File: config.mk
export PLATFORM = sky130hd
export DESIGN_NAME = dcache_responder
export DESIGN_NICKNAME = d
export VERILOG_FILES = /design/src/rtl/dcache_responder_pkg.sv /design/src/rtl/dcache_line_array.sv /design/src/rtl/dcache_responder.sv
export SDC_FILE = /design/constraint.sdc
export NUM_CORES = 1
export LEC_CHECK = 0
export CORE_MARGIN = 2
export CORE_UTILIZATION = 56
export CTS_CLUSTER_DIAMETER = 100
export CTS_CLUSTER_SIZE = 16
export DETAILED_ROUTE_END_ITERATION = 16
export PLACE_DENSITY = 0.86
export SKIP_LAST_GASP = 1
export SLEW_MARGIN = 30
export SYNTH_ARGS = -nofsm -noshare
export SYNTH_HDL_FRONTEND = slang
export SYNTH_HIERARCHICAL = 1
export SYNTH_SLANG_ARGS = --single-unit
File: constraint.sdc
create_clock -name clk -period 6.6 [get_ports clk]
set_input_delay 0.66 -clock clk [delete_from_list [all_inputs] [get_ports clk]]
set_output_delay 0.66 -clock clk [all_outputs]
set_load 0.03 [all_outputs]
File: src/rtl/dcache_responder_pkg.sv
// Shared types for the data-side responder: FSM states, per-line storage record
// and the byte-lane helper used when merging stores into a 256-bit line.
package dcache_responder_pkg;

   localparam int LINE_BYTES  = 32;
   // Wide enough for the smallest legal index width (NUM_SETS=2); unused upper bits stay zero.
   localparam int TAG_FIELD_W = 27;

   typedef enum logic [1:0] {
      ST_IDLE,
      ST_COMPARE,
      ST_WRITEBACK,
      ST_FILL
   } dcache_state_t;

   typedef struct packed {
      logic                   valid;
      logic                   dirty;
      logic [TAG_FIELD_W-1:0] tag;
      logic [255:0]           data;
   } dcache_line_t;

   function automatic logic [LINE_BYTES-1:0] line_byte_en(input logic [2:0] word,
                                                          input logic [3:0] mask);
      return {28'b0, mask} << {word, 2'b00};
   endfunction

endpackage

File: src/rtl/dcache_line_array.sv
// Direct-mapped line store: flop array with one combinational read port and one
// write port carrying per-byte data enables; valid/dirty clear on reset.
module dcache_line_array
   import dcache_responder_pkg::*;
#(
   parameter int NUM_SETS = 4,
   localparam int IDX_W   = $clog2(NUM_SETS)
) (
   input  logic                   clk,
   input  logic                   rst,
   input  logic [IDX_W-1:0]       rd_idx,
   output logic                   rd_valid,
   output logic                   rd_dirty,
   output logic [TAG_FIELD_W-1:0] rd_tag,
   output logic [255:0]           rd_data,
   input  logic                   wr_en,
   input  logic [IDX_W-1:0]       wr_idx,
   input  logic [LINE_BYTES-1:0]  wr_byte_en,
   input  logic                   wr_valid,
   input  logic                   wr_dirty,
   input  logic [TAG_FIELD_W-1:0] wr_tag,
   input  logic [255:0]           wr_data
);

   dcache_line_t          lines_reg [NUM_SETS];
   logic [NUM_SETS-1:0]   set_we;

   for (genvar gi = 0; gi < NUM_SETS; gi++) begin : g_set_we
      assign set_we[gi] = wr_en && !rst && (wr_idx == IDX_W'(gi));
   end

   always_ff @(posedge clk) begin
      for (int s = 0; s < NUM_SETS; s++) begin
         if (rst) begin
            lines_reg[s].valid <= 1'b0;
            lines_reg[s].dirty <= 1'b0;
         end else if (set_we[s]) begin
            lines_reg[s].valid <= wr_valid;
            lines_reg[s].dirty <= wr_dirty;
            lines_reg[s].tag   <= wr_tag;
         end
         // Data has no reset; only enabled byte lanes change.
         for (int b = 0; b < LINE_BYTES; b++) begin
            if (set_we[s] && wr_byte_en[b])
               lines_reg[s].data[b*8 +: 8] <= wr_data[b*8 +: 8];
         end
      end
   end

   assign rd_valid = lines_reg[rd_idx].valid;
   assign rd_dirty = lines_reg[rd_idx].dirty;
   assign rd_tag   = lines_reg[rd_idx].tag;
   assign rd_data  = lines_reg[rd_idx].data;

endmodule

File: src/rtl/dcache_responder.sv
// Single-outstanding data responder: latches one load/store, serves it from a
// direct-mapped write-back line store, filling/evicting over a blocking line port.
module dcache_responder
   import dcache_responder_pkg::*;
#(
   parameter int NUM_SETS = 4
) (
   input  logic         clk,
   input  logic         rst,
   input  logic [31:0]  d_addr,
   input  logic [3:0]   d_rmask,
   input  logic [3:0]   d_wmask,
   input  logic [31:0]  d_wdata,
   output logic [31:0]  data_in,
   output logic         data_valid,
   output logic [31:0]  dfp_addr,
   output logic         dfp_read,
   output logic         dfp_write,
   output logic [255:0] dfp_wdata,
   input  logic [255:0] dfp_rdata,
   input  logic         dfp_resp
);

   localparam int IDX_W = $clog2(NUM_SETS);
   localparam int TAG_W = 32 - 5 - IDX_W;

   dcache_state_t state_reg, state_next;
   logic [31:0] addr_reg;
   logic [3:0]  wmask_reg;
   logic [31:0] wdata_reg;

   logic [IDX_W-1:0]       idx;
   logic [2:0]             word;
   logic [TAG_FIELD_W-1:0] req_tag;
   logic                   rd_valid, rd_dirty;
   logic [TAG_FIELD_W-1:0] rd_tag;
   logic [255:0]           rd_data;
   logic                   hit, victim_dirty, wb_phase, fill_phase, req_present;
   logic                   wr_en, wr_dirty;
   logic [LINE_BYTES-1:0]  wr_byte_en;
   logic [TAG_FIELD_W-1:0] wr_tag;
   logic [255:0]           wr_data;
   logic                   unused_addr_bits;

   assign idx     = addr_reg[5 +: IDX_W];
   assign word    = addr_reg[4:2];
   assign req_tag = TAG_FIELD_W'(addr_reg[31:5+IDX_W]);
   assign unused_addr_bits = ^addr_reg[1:0];

   assign req_present  = (d_rmask != 4'b0) || (d_wmask != 4'b0);
   assign hit          = rd_valid && (rd_tag == req_tag);
   assign victim_dirty = rd_valid && rd_dirty;
   // Memory requests go out already in the COMPARE cycle that detects the miss.
   assign wb_phase   = (state_reg == ST_WRITEBACK) ||
                       (state_reg == ST_COMPARE && !hit && victim_dirty);
   assign fill_phase = (state_reg == ST_FILL) ||
                       (state_reg == ST_COMPARE && !hit && !victim_dirty);

   dcache_line_array #(.NUM_SETS(NUM_SETS)) u_lines (
      .clk        (clk),
      .rst        (rst),
      .rd_idx     (idx),
      .rd_valid   (rd_valid),
      .rd_dirty   (rd_dirty),
      .rd_tag     (rd_tag),
      .rd_data    (rd_data),
      .wr_en      (wr_en),
      .wr_idx     (idx),
      .wr_byte_en (wr_byte_en),
      .wr_valid   (1'b1),
      .wr_dirty   (wr_dirty),
      .wr_tag     (wr_tag),
      .wr_data    (wr_data)
   );

   always_comb begin
      wr_en      = 1'b0;
      wr_byte_en = '0;
      wr_dirty   = 1'b0;
      wr_tag     = rd_tag;
      wr_data    = {8{wdata_reg}};
      state_next = state_reg;
      case (state_reg)
         ST_IDLE: if (req_present) state_next = ST_COMPARE;
         ST_COMPARE: begin
            if (hit) begin
               state_next = ST_IDLE;
               if (wmask_reg != 4'b0) begin
                  wr_en      = 1'b1;
                  wr_byte_en = line_byte_en(word, wmask_reg);
                  wr_dirty   = 1'b1;
               end
            end else if (victim_dirty) begin
               state_next = ST_WRITEBACK;
            end else begin
               state_next = ST_FILL;
            end
         end
         ST_WRITEBACK: if (dfp_resp) begin
            wr_en      = 1'b1;
            state_next = ST_FILL;
         end
         ST_FILL: if (dfp_resp) begin
            wr_en      = 1'b1;
            wr_byte_en = '1;
            wr_tag     = req_tag;
            wr_data    = dfp_rdata;
            state_next = ST_COMPARE;
         end
         default: state_next = ST_IDLE;
      endcase
   end

   always_ff @(posedge clk) begin
      if (rst) begin
         state_reg <= ST_IDLE;
         addr_reg  <= '0;
         wmask_reg <= '0;
         wdata_reg <= '0;
      end else begin
         state_reg <= state_next;
         if (state_reg == ST_IDLE && req_present) begin
            addr_reg  <= d_addr;
            wmask_reg <= d_wmask;
            wdata_reg <= d_wdata;
         end
      end
   end

   assign data_valid = (state_reg == ST_COMPARE) && hit;
   assign data_in    = data_valid ? rd_data[{word, 5'b0} +: 32] : 32'b0;
   assign dfp_write  = wb_phase;
   assign dfp_read   = fill_phase;
   assign dfp_addr   = wb_phase   ? {rd_tag[TAG_W-1:0], idx, 5'b0} :
                       fill_phase ? {addr_reg[31:5], 5'b0} : 32'b0;
   assign dfp_wdata  = wb_phase ? rd_data : 256'b0;

endmodule

### Sequential cells colored by netlist name, run 1

Scale bar: 100 um.
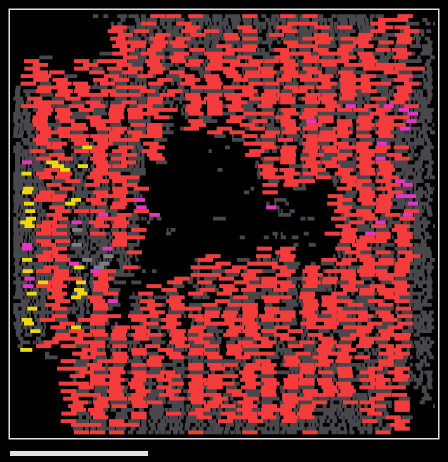
red -> `u_lines/lines_reg`  # flops 1140, where all over the die
yellow -> `addr_reg`  # flops 30, where left middle
magenta -> `wdata_reg`  # flops 32
seq pwr: 9.05 mW
Util after Layout: 66.8%
sequential fraction of total cell area: 57.2%
register area: 35600 sq um

### Cell area per tile, run 1

31 x 31 tiles, from black (low) to pale yellow (high), 0 to 100% covered.
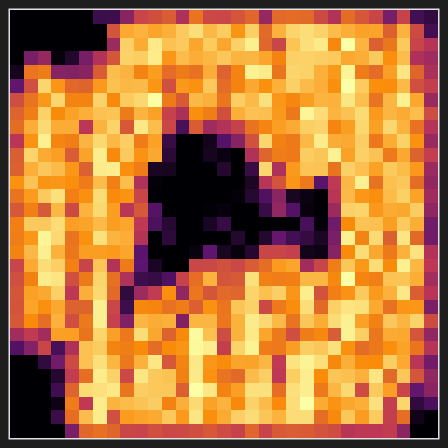
nearly empty tiles = 9.7%
fullest tile = 100%
emptiest ninth of the die = middle
tiles over 75% full = 47%
mean over tiles = 63%
core area: 93200 sq um
FP Util: 56.4%

### Cell classes on the final placement, run 1

Scale bar: 100 um. Fill, decap, tap and diode cells in gray.
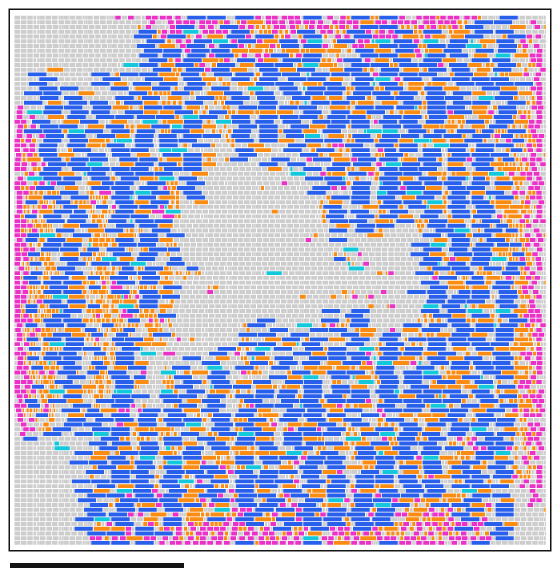
blue -> sequential cells  # cells 1208, share of their area 59%
magenta -> remaining buffers and delay cells  # cells 681, share of their area 11%
orange -> remaining logic cells  # cells 1553, share of their area 26%
cyan -> clock drivers and dummy loads  # cells 135, share of their area 3.9%

### Signal wires by layer, run 1

Scale bar: 100 um. Two of the layers only.
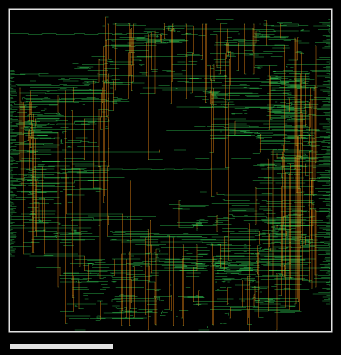
orange -> M4  # wire length 10200 um
green -> M3  # wire length 20.3 mm
GR Util All Layers: 33.2%
routed len/inst: 33.3 um
detailed-route via count: 31924

## run 1: path summary, 6_finish.rpt
check / from / to / slack, ns / cells after the start
worst min-delay path: wdata_reg[29] / wdata_reg[29] / 0.45 / 2
worst max-delay path: addr_reg[5] / dfp_wdata[100] / 0.70 / 10
worst max register to register: addr_reg[5] / u_lines/lines_reg[0][143] / 1.13 / 10
worst min register to register: wdata_reg[29] / wdata_reg[29] / 0.45 / 2
## run 1: area by class of cell
type / count / area share (%)
flip-flops and latches: 1208 / 57.2
multi-input cells: 1545 / 25.4
repair buffers: 681 / 10.9
clock buffers: 127 / 3.67
well taps: 1254 / 2.52
clock inverters: 8 / 0.173
inverters: 8 / 0.0483
diodes: 12 / 0.0483
==> impl_metrics.json, run 1 <==
{
  "synth_area_per_cell_sq_um": 17.5,
  "timing.slew.headroom_pct": 24.0,
  "min_period_ns": 5.90,
  "synth_cell_type_count": 43,
  "finalHoldViolCount": 0,
  "peakVddDrop_mv": 0.277,
  "cap_violations": 0,
  "route.met2.wl_um": 77800,
  "ios": 654,
  "grt_overflow_total": 0,
  "mux_share_pct": 16.5,
  "layout_top_cells": "1140 x edfxtp_1, 645 x clkdlybuf4s50_1, 426 x and2_1, 256 x a21o_1, 218 x mux4_2",
  "clock_sinks": 1208,
  "p_int_mw": 13.4,
  "netlist_area_sq_um": 52600,
  "busiest_layer": "met2",
  "syn_inst": 2996,
  "start_kind": "flop",
  "dieArea_sq_um": 96300,
  "max_freq_ghz": 0.170,
  "seq_power_share_pct": 46.4,
  "fill_cells": 5989,
  "powerDensity_nw_per_um2": 313,
  "pg_clk_mw": 4.95,
  "dp_cells": 4696,
  "grt_setup_unrepaired": "no",
  "cts_resized": 0,
  "cp_max_fo": 103,
  "synth.most_common_cell": "edfxtp_1",
  "holdBufCountCts": 0,
  "port_buffers": 646,
  "dr.max_layer_used": "met5",
  "ys_top_logic_family": "multiplexers",
  "synthArstFlopShare_pct": 0,
  "placed_area_sq_um": 59800,
  "cts.path.max_buffers": 3,
  "h-tree-depth": 3,
  "drt-total-wl_um": 161000,
  "grt_pass1_wl_um": 222000,
  "tns_ns": 0,
  "grt_use_met2_pct": 53.3,
  "openroad.warnings": 41,
  "fin_nets": 3864,
  "xor_share_pct": 0.417,
  "cts-root-buf": "clkbuf_16",
  "status": "finished clean",
  "required_ns": 5.94,
  "cts_tree": "yes",
  "synthAdderAreaFrac_pct": 0.0952,
  "crit_family": "buffers and inverters",
  "edf_count": 1140,
  "drive_above_1_share_pct": 10.3,
  "grt_use_met3_pct": 7.70,
  "ys_sh_aoi_pct": 5.31,
  "synth.area.top_cells": "edfxtp_1 65%, mux4_2 9.3%, mux4_1 6.5%",
  "combinationalPowerShare_pct": 28.2,
  "routed_via_density": 6.59,
  "finalPower_mw": 19.5,
  "synthToLayoutAreaGrowth_pct": 18.4,
  "cp-end-kind": "output port",
  "ys.flops": 1208,
  "logic_area_sq_um": 15800,
  "drt_pass1_iterations": 6,
  "wl_met3_um": 20300,
  "powerComb_mw": 5.50,
  "largest_register_ffs": 1140,
  "yosys.area.top_type": "edfxtp_1",
  "switching_share_pct": 31.3,
  "grtUsageMet1_pct": 41.8,
  "common_cells": "1140 x edfxtp_1, 429 x and2_1, 256 x a21o_1",
  "postCtsSetupRepairBufs": 0,
  "yosysCellCount": 2996,
  "wl_met1_um": 53100,
  "finalClockSkew_ns": 0.0236,
  "clkTransAtPathRegs_ns": 0.07,
  "drt_iter0_drc": 5303,
  "dpl_worst_slack_ns": 1.31,
  "worst_ep_arrival_time_ns": 5.24,
  "grt_max_degree": 149,
  "critPathKind": "flop to output port",
  "ant_nets": 0,
  "finalHoldWorstSlack_ns": 0.452,
  "synth_top_area_share_pct": 65.1,
  "layout_setup_ws_ns": 0.704,
  "grt_pass1_vias": 31223,
  "num_rows": 112,
  "worst_pin_slew_ns": 1.14
}
### Routing congestion, run 1

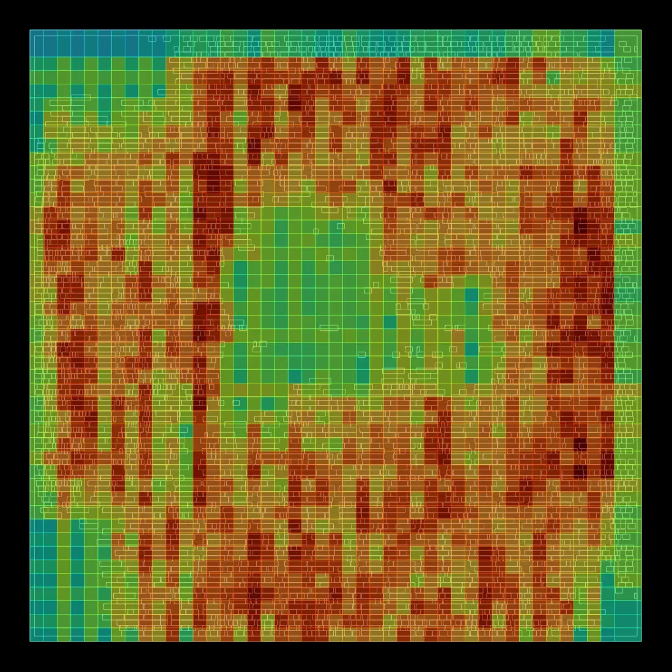

## Run 2: what changed since run 1
MAX_ROUTING_LAYER = met4   (was default)
### Routing congestion, run 2

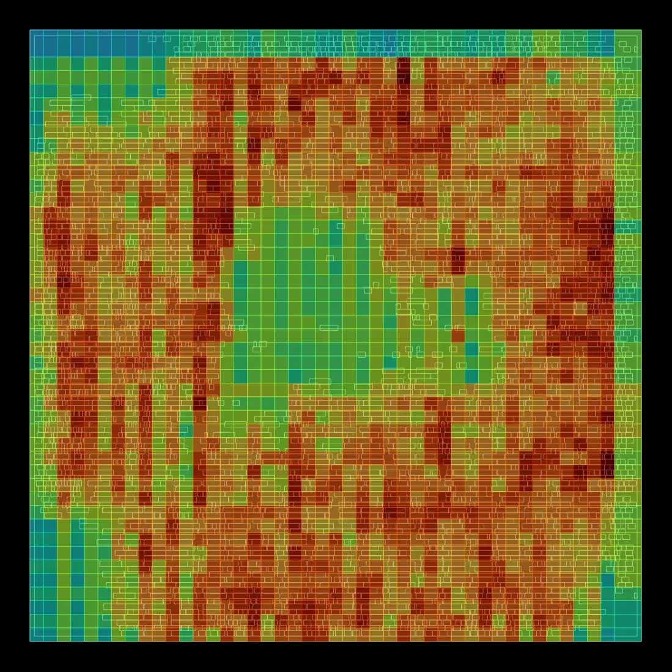
GR peak layer: met2
Util after Layout: 66.8%

### Sequential cells colored by netlist name, run 2

Scale bar: 100 um.
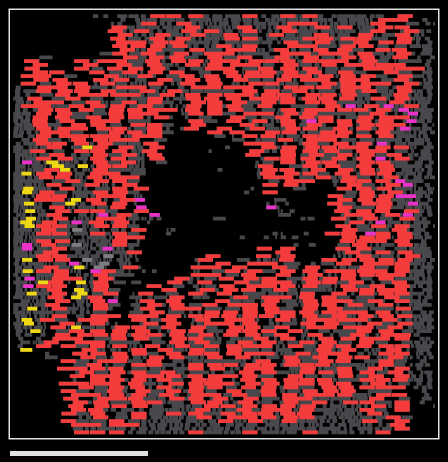
yellow -> `addr_reg`  # flops 30, where left middle
magenta -> `wdata_reg`  # flops 32
red -> `u_lines/lines_reg`  # flops 1140, where all over the die
not colored = 6
sequential fraction of total cell area: 57.2%

==> impl_metrics.json, run 2 <==
{
  "insertion_delay_ns": 0.68,
  "openroad.warnings": 41,
  "powerComb_mw": 5.50,
  "timing.rr.start": "addr_reg[5]",
  "required_ns": 5.94,
  "mux_share_pct": 16.5,
  "start_kind": "flop",
  "synth.most_common_cell": "edfxtp_1",
  "ios": 654,
  "worstHoldStart": "wdata_reg[5]",
  "cp_max_fo": 103,
  "netlist_area_sq_um": 52600,
  "synthAdderAreaFrac_pct": 0.0952,
  "edf_count": 1140,
  "common_cells": "1140 x edfxtp_1, 429 x and2_1, 256 x a21o_1",
  "yosysCellCount": 2996,
  "drt_pass1_iterations": 5,
  "post-route-period-util_pct": 89.6,
  "path_depth": 10,
  "cts_tree": "yes",
  "clkPwrFrac_pct": 25.4,
  "tns_ns": 0,
  "placed_area_sq_um": 59800,
  "seq_power_share_pct": 46.4,
  "crit_path_end": "dfp_wdata[100]",
  "finalSetupViolCount": 0,
  "core_sq_um": 93200,
  "peakVddDrop_mv": 0.279,
  "cts.path.max_buffers": 3,
  "synth_area_per_cell_sq_um": 17.5,
  "grtUsageMet1_pct": 42.3,
  "status": "finished clean",
  "synth-seq-area-share_pct": 67.7,
  "dieHeight_um": 310,
  "xor_share_pct": 0.417,
  "numCtsBuffers": 85,
  "vias": 32022,
  "combinationalPowerShare_pct": 28.2,
  "synthToLayoutAreaGrowth_pct": 18.5,
  "routedWlPerCell_um": 33.3,
  "slew_violations": 0,
  "grt_use_met3_pct": 7.20,
  "clkTransAtPathRegs_ns": 0.07,
  "timing.rr.end": "u_lines/lines_reg[1][223]",
  "die_x_um": 310,
  "num_rows": 112,
  "cp_slowest_stage_delay_ns": 0.78,
  "detailedPlacementHpwl_um": 112000,
  "power_switching_mw": 6.11,
  "finalHoldWorstSlack_ns": 0.452,
  "crit_path_cell_trace": "mux4_1 > xor2_1 > nor4_1 > nand3_1 > o211ai_2 > nand2_4 > buf_12 > buf_4 > and2_1 > clkdlybuf4s50_1",
  "switching_share_pct": 31.3,
  "pg_seq_mw": 9.05,
  "grt_setup_unrepaired": "no",
  "power-top-group": "sequential cells",
  "gp_congestion": 0.903,
  "r2r_slack_ns": 1.13,
  "layout.cells.most_common": "edfxtp_1",
  "syn_inst": 2996,
  "cap_violations": 0,
  "min_path_type": "flop to flop",
  "wl_met3_um": 19800,
  "powerDensity_nw_per_um2": 313,
  "holdBufCountCts": 0,
  "synth.area.top_cells": "edfxtp_1 65%, mux4_2 9.3%, mux4_1 6.5%",
  "cp-startpoint": "addr_reg[5]",
  "dp_cells": 4696,
  "dieArea_sq_um": 96300,
  "critPathKind": "flop to output port",
  "synth_cell_type_count": 43,
  "cts_resized": 0,
  "grt_max_degree": 149,
  "fp_util_pct": 56.4,
  "drt-total-wl_um": 162000,
  "ys_warn_count": 6,
  "ys_sh_simple_pct": 7.58,
  "yosys_area_sq_um": 52600,
  "hold_depth": 2,
  "layout_setup_ws_ns": 0.684,
  "leakagePower_nw": 22.0,
  "finalPower_mw": 19.5,
  "min_period_ns": 5.92,
  "final_cells": 4855,
  "cp-end-kind": "output port",
  "grt_use_met2_pct": 53.3,
  "worst_ep_arrival_time_ns": 5.26,
  "routed_via_density": 6.60,
  "timing.slew.headroom_pct": 23.6,
  "route.met2.wl_um": 77900,
  "max_freq_ghz": 0.169,
  "crit_family": "buffers and inverters",
  "finalClockSkew_ns": 0.0232,
  "track_usage_pct": 34.2,
  "dr.max_layer_used": "met4",
  "worst_pin_slew_ns": 1.15,
  "finalHoldViolCount": 0,
  "postCtsSetupRepairBufs": 0,
  "drc": 0,
  "ys_sh_aoi_pct": 5.31,
  "p_int_mw": 13.4,
  "ys_top_logic_family": "multiplexers",
  "yosys.area.top_type": "edfxtp_1",
  "drt_iter0_drc": 5135,
  "h-tree-depth": 3,
  "antenna_found_initial": 26,
  "largest_register_ffs": 1140,
  "crit_buf_inv": 3,
  "grt_pass1_vias": 31102,
  "port_buffers": 646,
  "drive_above_1_share_pct": 10.3,
  "flop_cell": "edfxtp_1",
  "clock_sinks": 1208,
  "synth_top_area_share_pct": 65.1,
  "wl_met1_um": 54100,
  "fin_nets": 3864,
  "synthArstFlopShare_pct": 0,
  "rr_worst_depth": 9,
  "pg_clk_mw": 4.96,
  "ys.flops": 1208,
  "grt_pass1_wl_um": 222000,
  "grt_overflow_total": 0,
  "min_to": "wdata_reg[5]",
  "crit_path_top_delay_cell": "dfxtp_4",
  "dpl_worst_slack_ns": 1.31,
  "ant_nets": 0,
  "final_cell_area_sq_um": 62300,
  "cts-root-buf": "clkbuf_16",
  "layout_top_cells": "1140 x edfxtp_1, 645 x clkdlybuf4s50_1, 426 x and2_1, 256 x a21o_1, 218 x mux4_2"
}
-- run 2: cell counts after synthesis --
Identical to the previous run, type by type.
-- run 2: cell type report --
cell class                      count  area [sq um]
Inverter                            8          30.0
Multi-Input combinational cell   1545         15800
Tap cell                         1254          1570
Timing Repair Buffer              681          6810
Clock buffer                      127          2280
Clock inverter                      8           108
Antenna cell                       24          60.1
Fill cell                        5980         30900
Sequential cell                  1208         35600
-- run 2: worst register-to-register path: stages (launching register included) --
cell and delay, ns:
dfxtp_4 0.78, mux4_1 0.76, xor2_1 0.23, nor4_1 0.44, nand3_1 0.25, or3_2 0.52, o21a_1 0.20, nor2_1 0.39
and4bb_4 0.91, and2_1 0.62
Power figures rest on the tool's default switching activity, not on a simulated workload.
